<file path="src/rtl/conv2_window_sched_pkg.sv">
// Shared types and defaults for the conv2 window scheduler.
// Holds the FSM state encoding and the sizing helper used by the interface and the RTL.
package conv2_window_sched_pkg;

    localparam int DEF_IMG_W = 12;
    localparam int DEF_IMG_H = 12;
    localparam int DEF_KS    = 5;

    typedef enum logic [1:0] {
        ST_IDLE,
        ST_SCAN,
        ST_DRAIN,
        ST_DONE
    } schedState_t;

    // A single weight group still needs a one-bit select.
    function automatic int selWidth(input int n);
        return (n > 1) ? $clog2(n) : 1;
    endfunction

endpackage

</file>
<file path="src/rtl/conv2_window_sched_if.sv">
// Pixel-stream handshake, datapath issue and result signals of the conv2 scheduler.
// The master modport is the scheduler side; slave is the upstream/datapath side.
interface conv2_window_sched_if
    import conv2_window_sched_pkg::*;
#(
    parameter int IMG_W   = DEF_IMG_W,
    parameter int IMG_H   = DEF_IMG_H,
    parameter int N_GROUP = 1
);
    localparam int RW = $clog2(IMG_H);
    localparam int CW = $clog2(IMG_W);
    localparam int GW = selWidth(N_GROUP);

    logic          start;
    logic          pixValid;
    logic          pixReady;
    logic          winValid;
    logic [GW-1:0] wgtSel;
    logic          outValid;
    logic [RW-1:0] outRow;
    logic [CW-1:0] outCol;
    logic [GW-1:0] outGrp;
    logic          busy;
    logic          done;

    modport master (
        input  start, pixValid,
        output pixReady, winValid, wgtSel, outValid, outRow, outCol, outGrp, busy, done
    );

    modport slave (
        output start, pixValid,
        input  pixReady, winValid, wgtSel, outValid, outRow, outCol, outGrp, busy, done
    );

endinterface

</file>
<file path="src/rtl/conv2_window_sched_delay_line.sv">
// Fixed-latency shift register aligning issued windows with the registered PE sums.
// The MSB of each word is its valid flag; o_pending flags valids that survive the next edge.
module conv2_window_sched_delay_line
    import conv2_window_sched_pkg::*;
#(
    parameter int DEPTH = 1,
    parameter int WIDTH = 8
) (
    input  logic             clk,
    input  logic             i_clear,
    input  logic [WIDTH-1:0] i_data,
    output logic [WIDTH-1:0] o_data,
    output logic             o_pending
);
    // Every stage except the output one still holds work after the next edge.
    localparam logic [DEPTH-1:0] EARLY_MASK = DEPTH'((64'd1 << (DEPTH - 1)) - 64'd1);

    logic [WIDTH-1:0] r_stage [DEPTH];
    logic [DEPTH-1:0] w_valid;

    always_ff @(posedge clk) begin
        if (i_clear) begin
            for (int k = 0; k < DEPTH; k++) begin
                r_stage[k] <= '0;
            end
        end else begin
            r_stage[0] <= i_data;
            for (int k = 1; k < DEPTH; k++) begin
                r_stage[k] <= r_stage[k-1];
            end
        end
    end

    always_comb begin
        w_valid = '0;
        for (int k = 0; k < DEPTH; k++) begin
            w_valid[k] = r_stage[k][WIDTH-1];
        end
    end

    assign o_data    = r_stage[DEPTH-1];
    assign o_pending = |(w_valid & EARLY_MASK);

endmodule

</file>
<file path="src/rtl/conv2_window_sched.sv">
// Sequencer for the conv2 5x5 datapath: tracks the raster position of the pool1 stream,
// issues each complete window once per weight group and aligns results with PE latency.
module conv2_window_sched
    import conv2_window_sched_pkg::*;
#(
    parameter int IMG_W   = DEF_IMG_W,
    parameter int IMG_H   = DEF_IMG_H,
    parameter int KS      = DEF_KS,
    parameter int N_GROUP = 1,
    parameter int PE_LAT  = 1
) (
    input  logic clk,
    input  logic rst,
    conv2_window_sched_if.master bus
);
    localparam int RW = $clog2(IMG_H);
    localparam int CW = $clog2(IMG_W);
    localparam int GW = selWidth(N_GROUP);
    localparam int DW = 1 + RW + CW + GW;

    localparam logic [CW-1:0] COL_LAST = CW'(IMG_W - 1);
    localparam logic [RW-1:0] ROW_LAST = RW'(IMG_H - 1);
    localparam logic [CW-1:0] COL_WIN  = CW'(KS - 1);
    localparam logic [RW-1:0] ROW_WIN  = RW'(KS - 1);
    localparam logic [GW-1:0] GRP_LAST = GW'(N_GROUP - 1);

    schedState_t   r_state;
    schedState_t   w_nextState;
    logic [CW-1:0] r_col;
    logic [RW-1:0] r_row;
    logic          r_issuing;
    logic [GW-1:0] r_grp;
    logic [RW-1:0] r_winRow;
    logic [CW-1:0] r_winCol;

    logic          w_pixReady;
    logic          w_accept;
    logic          w_winDone;
    logic          w_lastPix;
    logic          w_busy;
    logic          w_done;
    logic          w_pending;
    logic [DW-1:0] w_dlOut;

    // Upstream may only advance once the current window is on its last group.
    assign w_pixReady = (r_state == ST_SCAN) && (!r_issuing || (r_grp == GRP_LAST));
    assign w_accept   = bus.pixValid && w_pixReady;
    assign w_winDone  = w_accept && (r_row >= ROW_WIN) && (r_col >= COL_WIN);
    assign w_lastPix  = w_accept && (r_row == ROW_LAST) && (r_col == COL_LAST);

    always_ff @(posedge clk) begin
        if (rst) begin
            r_state <= ST_IDLE;
        end else begin
            r_state <= w_nextState;
        end
    end

    always_comb begin
        w_nextState = r_state;
        w_busy      = 1'b0;
        w_done      = 1'b0;
        case (r_state)
            ST_IDLE: begin
                if (bus.start) begin
                    w_nextState = ST_SCAN;
                end
            end
            ST_SCAN: begin
                w_busy = 1'b1;
                if (w_lastPix) begin
                    w_nextState = ST_DRAIN;
                end
            end
            ST_DRAIN: begin
                w_busy = 1'b1;
                // The result leaving the delay line this cycle is the last one.
                if (!r_issuing && !w_pending) begin
                    w_nextState = ST_DONE;
                end
            end
            ST_DONE: begin
                w_done      = 1'b1;
                w_nextState = ST_IDLE;
            end
            default: begin
                w_nextState = ST_IDLE;
            end
        endcase
    end

    always_ff @(posedge clk) begin
        if (rst || (r_state == ST_IDLE)) begin
            r_col <= '0;
            r_row <= '0;
        end else if (w_accept) begin
            if (r_col == COL_LAST) begin
                r_col <= '0;
                r_row <= (r_row == ROW_LAST) ? '0 : r_row + RW'(1);
            end else begin
                r_col <= r_col + CW'(1);
            end
        end
    end

    // Window coordinates stay latched until the last group of that window has gone out.
    always_ff @(posedge clk) begin
        if (rst) begin
            r_issuing <= 1'b0;
            r_grp     <= '0;
            r_winRow  <= '0;
            r_winCol  <= '0;
        end else if (w_winDone) begin
            r_issuing <= 1'b1;
            r_grp     <= '0;
            r_winRow  <= r_row - ROW_WIN;
            r_winCol  <= r_col - COL_WIN;
        end else if (r_issuing) begin
            if (r_grp == GRP_LAST) begin
                r_issuing <= 1'b0;
                r_grp     <= '0;
            end else begin
                r_grp <= r_grp + GW'(1);
            end
        end
    end

    conv2_window_sched_delay_line #(
        .DEPTH (PE_LAT),
        .WIDTH (DW)
    ) u_delay (
        .clk       (clk),
        .i_clear   (rst),
        .i_data    ({r_issuing, r_winRow, r_winCol, r_grp}),
        .o_data    (w_dlOut),
        .o_pending (w_pending)
    );

    assign bus.pixReady = w_pixReady;
    assign bus.winValid = r_issuing;
    assign bus.wgtSel   = r_grp;
    assign bus.busy     = w_busy;
    assign bus.done     = w_done;
    assign {bus.outValid, bus.outRow, bus.outCol, bus.outGrp} = w_dlOut;

endmodule

</file>
<file path="src/flat_wrapper.sv">
// flat-port wrapper written by rule: the top's interface ports become plain ports
module conv2_window_sched_flat import conv2_window_sched_pkg::*;
#(
    parameter int IMG_W   = DEF_IMG_W,
    parameter int IMG_H   = DEF_IMG_H,
    parameter int KS      = DEF_KS,
    parameter int N_GROUP = 1,
    parameter int PE_LAT  = 1
)
  (clk, rst, bus_start, bus_pixValid, bus_pixReady, bus_winValid, bus_wgtSel, bus_outValid, bus_outRow, bus_outCol, bus_outGrp, bus_busy, bus_done);
  conv2_window_sched_if #(.IMG_W(IMG_W), .IMG_H(IMG_H), .N_GROUP(N_GROUP)) bus_i ();
  input  logic clk;
  input  logic rst;
  input wire logic [$bits(bus_i.start)-1:0] bus_start;
  input wire logic [$bits(bus_i.pixValid)-1:0] bus_pixValid;
  output wire logic [$bits(bus_i.pixReady)-1:0] bus_pixReady;
  output wire logic [$bits(bus_i.winValid)-1:0] bus_winValid;
  output wire logic [$bits(bus_i.wgtSel)-1:0] bus_wgtSel;
  output wire logic [$bits(bus_i.outValid)-1:0] bus_outValid;
  output wire logic [$bits(bus_i.outRow)-1:0] bus_outRow;
  output wire logic [$bits(bus_i.outCol)-1:0] bus_outCol;
  output wire logic [$bits(bus_i.outGrp)-1:0] bus_outGrp;
  output wire logic [$bits(bus_i.busy)-1:0] bus_busy;
  output wire logic [$bits(bus_i.done)-1:0] bus_done;
  assign bus_i.start = bus_start;
  assign bus_i.pixValid = bus_pixValid;
  assign bus_pixReady = bus_i.pixReady;
  assign bus_winValid = bus_i.winValid;
  assign bus_wgtSel = bus_i.wgtSel;
  assign bus_outValid = bus_i.outValid;
  assign bus_outRow = bus_i.outRow;
  assign bus_outCol = bus_i.outCol;
  assign bus_outGrp = bus_i.outGrp;
  assign bus_busy = bus_i.busy;
  assign bus_done = bus_i.done;
  conv2_window_sched #(.IMG_W(IMG_W), .IMG_H(IMG_H), .KS(KS), .N_GROUP(N_GROUP), .PE_LAT(PE_LAT)) u_core (.clk(clk), .rst(rst), .bus(bus_i));
endmodule
</file>
<file path="config.mk">
export PLATFORM = sky130hd
export DESIGN_NAME = conv2_window_sched_flat
export DESIGN_NICKNAME = d
export VERILOG_FILES = /design/src/rtl/conv2_window_sched_pkg.sv /design/src/rtl/conv2_window_sched_if.sv /design/src/rtl/conv2_window_sched_delay_line.sv /design/src/rtl/conv2_window_sched.sv /design/src/flat_wrapper.sv
export SDC_FILE = /design/constraint.sdc
export NUM_CORES = 1
export LEC_CHECK = 0
export CAP_MARGIN = 20
export CELL_PAD_IN_SITES_DETAIL_PLACEMENT = 1
export CELL_PAD_IN_SITES_GLOBAL_PLACEMENT = 1
export CORE_MARGIN = 8
export CORE_UTILIZATION = 40
export DETAILED_ROUTE_END_ITERATION = 8
export PLACE_DENSITY = 0.78
export SYNTH_ARGS = -nofsm -noshare
export SYNTH_HDL_FRONTEND = slang
export SYNTH_SLANG_ARGS = --single-unit
</file>
<file path="constraint.sdc">
create_clock -name clk -period 1.8 [get_ports clk]
set_input_delay 0.18 -clock clk [delete_from_list [all_inputs] [get_ports clk]]
set_output_delay 0.18 -clock clk [all_outputs]
set_load 0.005 [all_outputs]
</file>
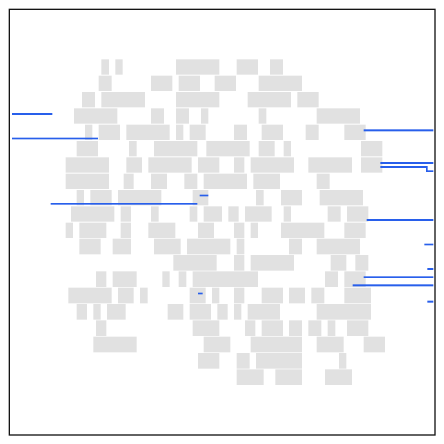
Fig. 1. The metal 3 layer.
Drawn at 6 px/um. Cells faint in the background.
wire length on this layer	113 um
share of all routed wire	4.6%
main direction	horizontal
nets with wire on the layer	12
longest straight run	24.1 um
via total after detailed routing: 877
final wirelength: 2480 um

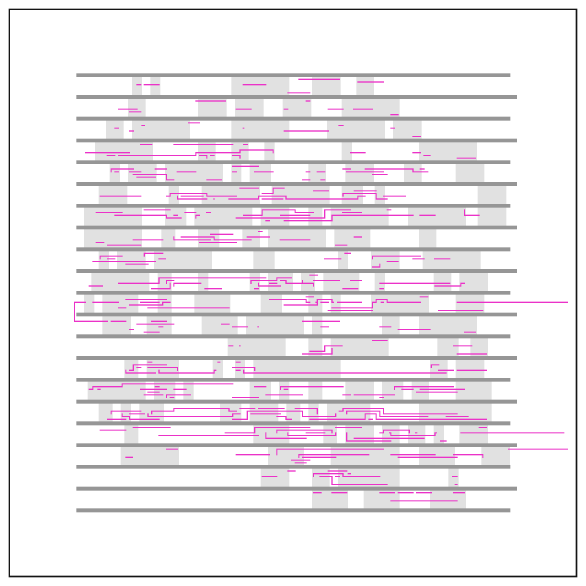
Fig. 2. The metal 1 layer.
Drawn at 8 px/um. Supply wires on this layer in grey. Cells faint in the background.
share of all routed wire	40%
main direction	horizontal
nets with wire on the layer	126
longest straight run	25.3 um
wire length on this layer	992 um
grt met1 use: 10.4%

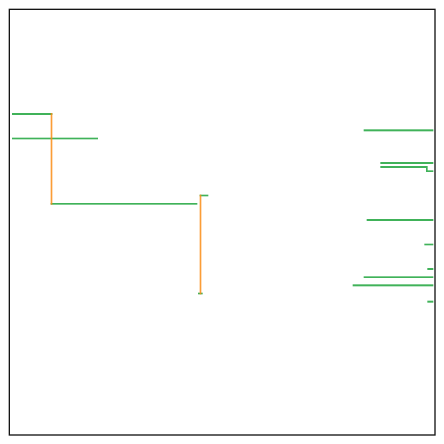
Fig. 3. Metal layers overlaid.
Drawn at 6 px/um. Only two layers are drawn.
colour	layer	wire length
green	metal 3	113 um
orange	metal 4	31.3 um
Global Route Usage Sum: 10.1%
Routed WL per cell: 14.7 um

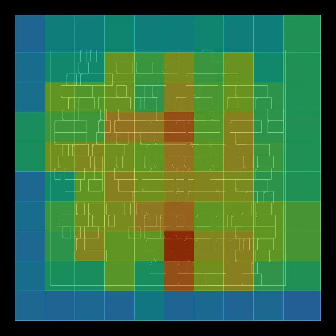
Fig. 4. Routing congestion map.
met2 usage: 18.7%
GR peak layer: met2
grt met3 use: 2.82%
final core occ: 49.1%

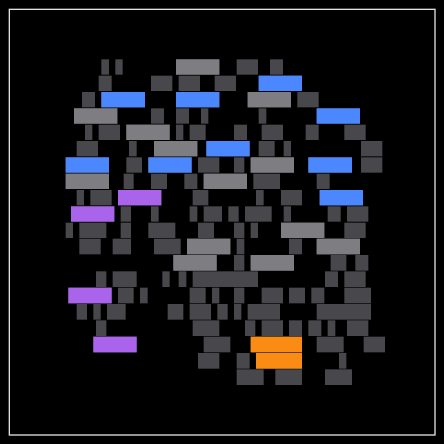
Fig. 5. Where the registers sit.
Drawn at 6 px/um. Other sequential cells in the stronger grey, the rest of the logic in the fainter grey.
colour	netlist name	sequential cells
blue	u_core.u_delay.r_stage	9
purple	u_core.r_row	4
orange	u_core.r_state	2
not coloured	13
Seq group: 671 uW
Reg area: 566 um^2
Seq/total area: 39.0%

==> results.toml <==
# yosys + openroad results
[run_status]
status = "finished, final reports clean"

[power]
internal_power_mw = 1.01
p_sw_share_pct = 26.2
power-top-group = "sequential cells"
leakage_nw = 0.537
combPwrFrac_pct = 21.2
power.density_mw_per_mm2 = 949
comb-power_uw = 291
power_mw = 1.37
vdd_ir_drop_max_v = 0.000388
p_seq_share_pct = 48.8
pwr.group.clock_uw = 413
pwr-share-clk_pct = 30.0

[setup_path]
crit_start = "u_core.r_state[1]"
end_kind = "output pin"
rr_worst_depth = 5
critical_path_required_ns = 1.62
cp.buffers_inverters = 2
r2r_start = "u_core.r_row[2]"
cp_cell_sequence = "inv_1, ha_4, clkdlybuf4s50_1"
path_max_fanout = 8
slowest_stage = "clkdlybuf4s50_1"
crit_end = "bus_pixReady"
critPathTopFamily = "buffers and inverters"
start_kind = "register"
worstPathArrival_ns = 1.52
max_stage_delay_ns = 0.52
cp_num_cells = 3

[drt]
drt-pass1-iter-count = 2
met2_length_um = 1340
drt-met1-wl_um = 991
drt_iter0_markers = 22
drc = 0
drt-vias-per-instance = 5.19
wl_met3_um = 112
top_layer_used = "met4"

[floorplan]
die_h_um = 70.7
coreArea_mm2 = 0.00295
num_rows = 20
io_pins = 19
fp-utilization_pct = 40.6
taps = 33
die_area_mm2 = 0.00500

[grt]
grt-ovfl-total = 0
grt_max_degree = 23
grt_pass1_vias = 898
antenna_found_initial = 0

[synthesis]
ff_type = "dfxtp_1"
synth_top_cell_by_count = "dfxtp_1"
top_area_share_pct = 46.8
fa_ha_area_share_pct = 10.4
synth_cells = 120
synthesis.area_mm2 = 0.00120
mux_share_pct = 7.52
yosys-top-cells-count = "dfxtp_1 (28), nor2_1 (12), nor2b_1 (11)"
syn_area_per_cell_um2 = 9.98
synthArstFlopShare_pct = 0
ys_area_mm2 = 0.00120
ys_warn_count = 0
ys_types = 29
numSynthFlops = 28
area_leaders = "dfxtp_1 (47%), ha_1 (10%), mux2i_1 (7.5%), nor2b_1 (5.7%), nor2_1 (3.8%)"
ys_sh_aoi_pct = 10.1
synthSimpleGateAreaFrac_pct = 19.0
edf_count = 0
ys_cells = 120
synth.largest_area_cell = "dfxtp_1"
ys_sh_xor_pct = 0.731
ys_seq_share_pct = 46.8

[clocking]
clk_path_buf_depth = 2
cts.clk_slew.worst_paths_ns = 0.15
cts_sinks = 28
htreeDepth = 1
cts_setup_buffers = 0
insertion_delay_ns = 0.33
cts_hold_buf = 0
cts_tree = "built"
cts-root-buf = "clkbuf_4"

[final_layout]
drive_above_1_share_pct = 8.09
comb_area_share_pct = 40.9
num-multi-input-gates = 80
largest_reg_flops = 9
syn_to_final_growth_pct = 21.0
n_fill_cell = 343
final_cell_area_mm2 = 0.00145
diodes = 0
lay_top_cells = "dfxtp_1 (26), clkdlybuf4s50_1 (15), nor2_1 (12), nor2b_1 (11)"
fin_cells = 169
nets = 151
nonClkBufAreaFrac_pct = 11.7
clock_buffers = 3
mi_logic_area_um2 = 593
clk_share_pct = 3.63
n_all_inverters = 7
largestClassByArea = "combinational gates"
buffers = 17
n_sequential_cell = 28
regMostFlops = "u_core.u_delay.r_stage"
layout_top_cell = "dfxtp_1"

[sta]
rsz0062_at_grt = "false"
fin_skew_ns = 0.00549
finalSetupViolations = 0
fin_hold_ws_ns = 0.477
final.setup.worst_slack_ns = 0.102
final_hold_viol_count = 0
finalCriticalPeriod_ns = 1.70
fin_crit_sh_pct = 94.4
maxSlewViolCount = 0

[placed_design]
pre_cts_ws_ns = 0.110
dp.cells = 165
placed_cell_area_mm2 = 0.00138
numPortBuffers = 16
gp_congestion = 0.839

[hold_path]
worstHoldPathCells = 1
worstHoldStart = "u_core.r_winCol[3]"
whs_endpoint = "u_core.u_delay.r_stage[0][4]"

[flow_run]
drv_cap = 0
Power figures rest on the tool's default switching activity, not on a simulated workload.
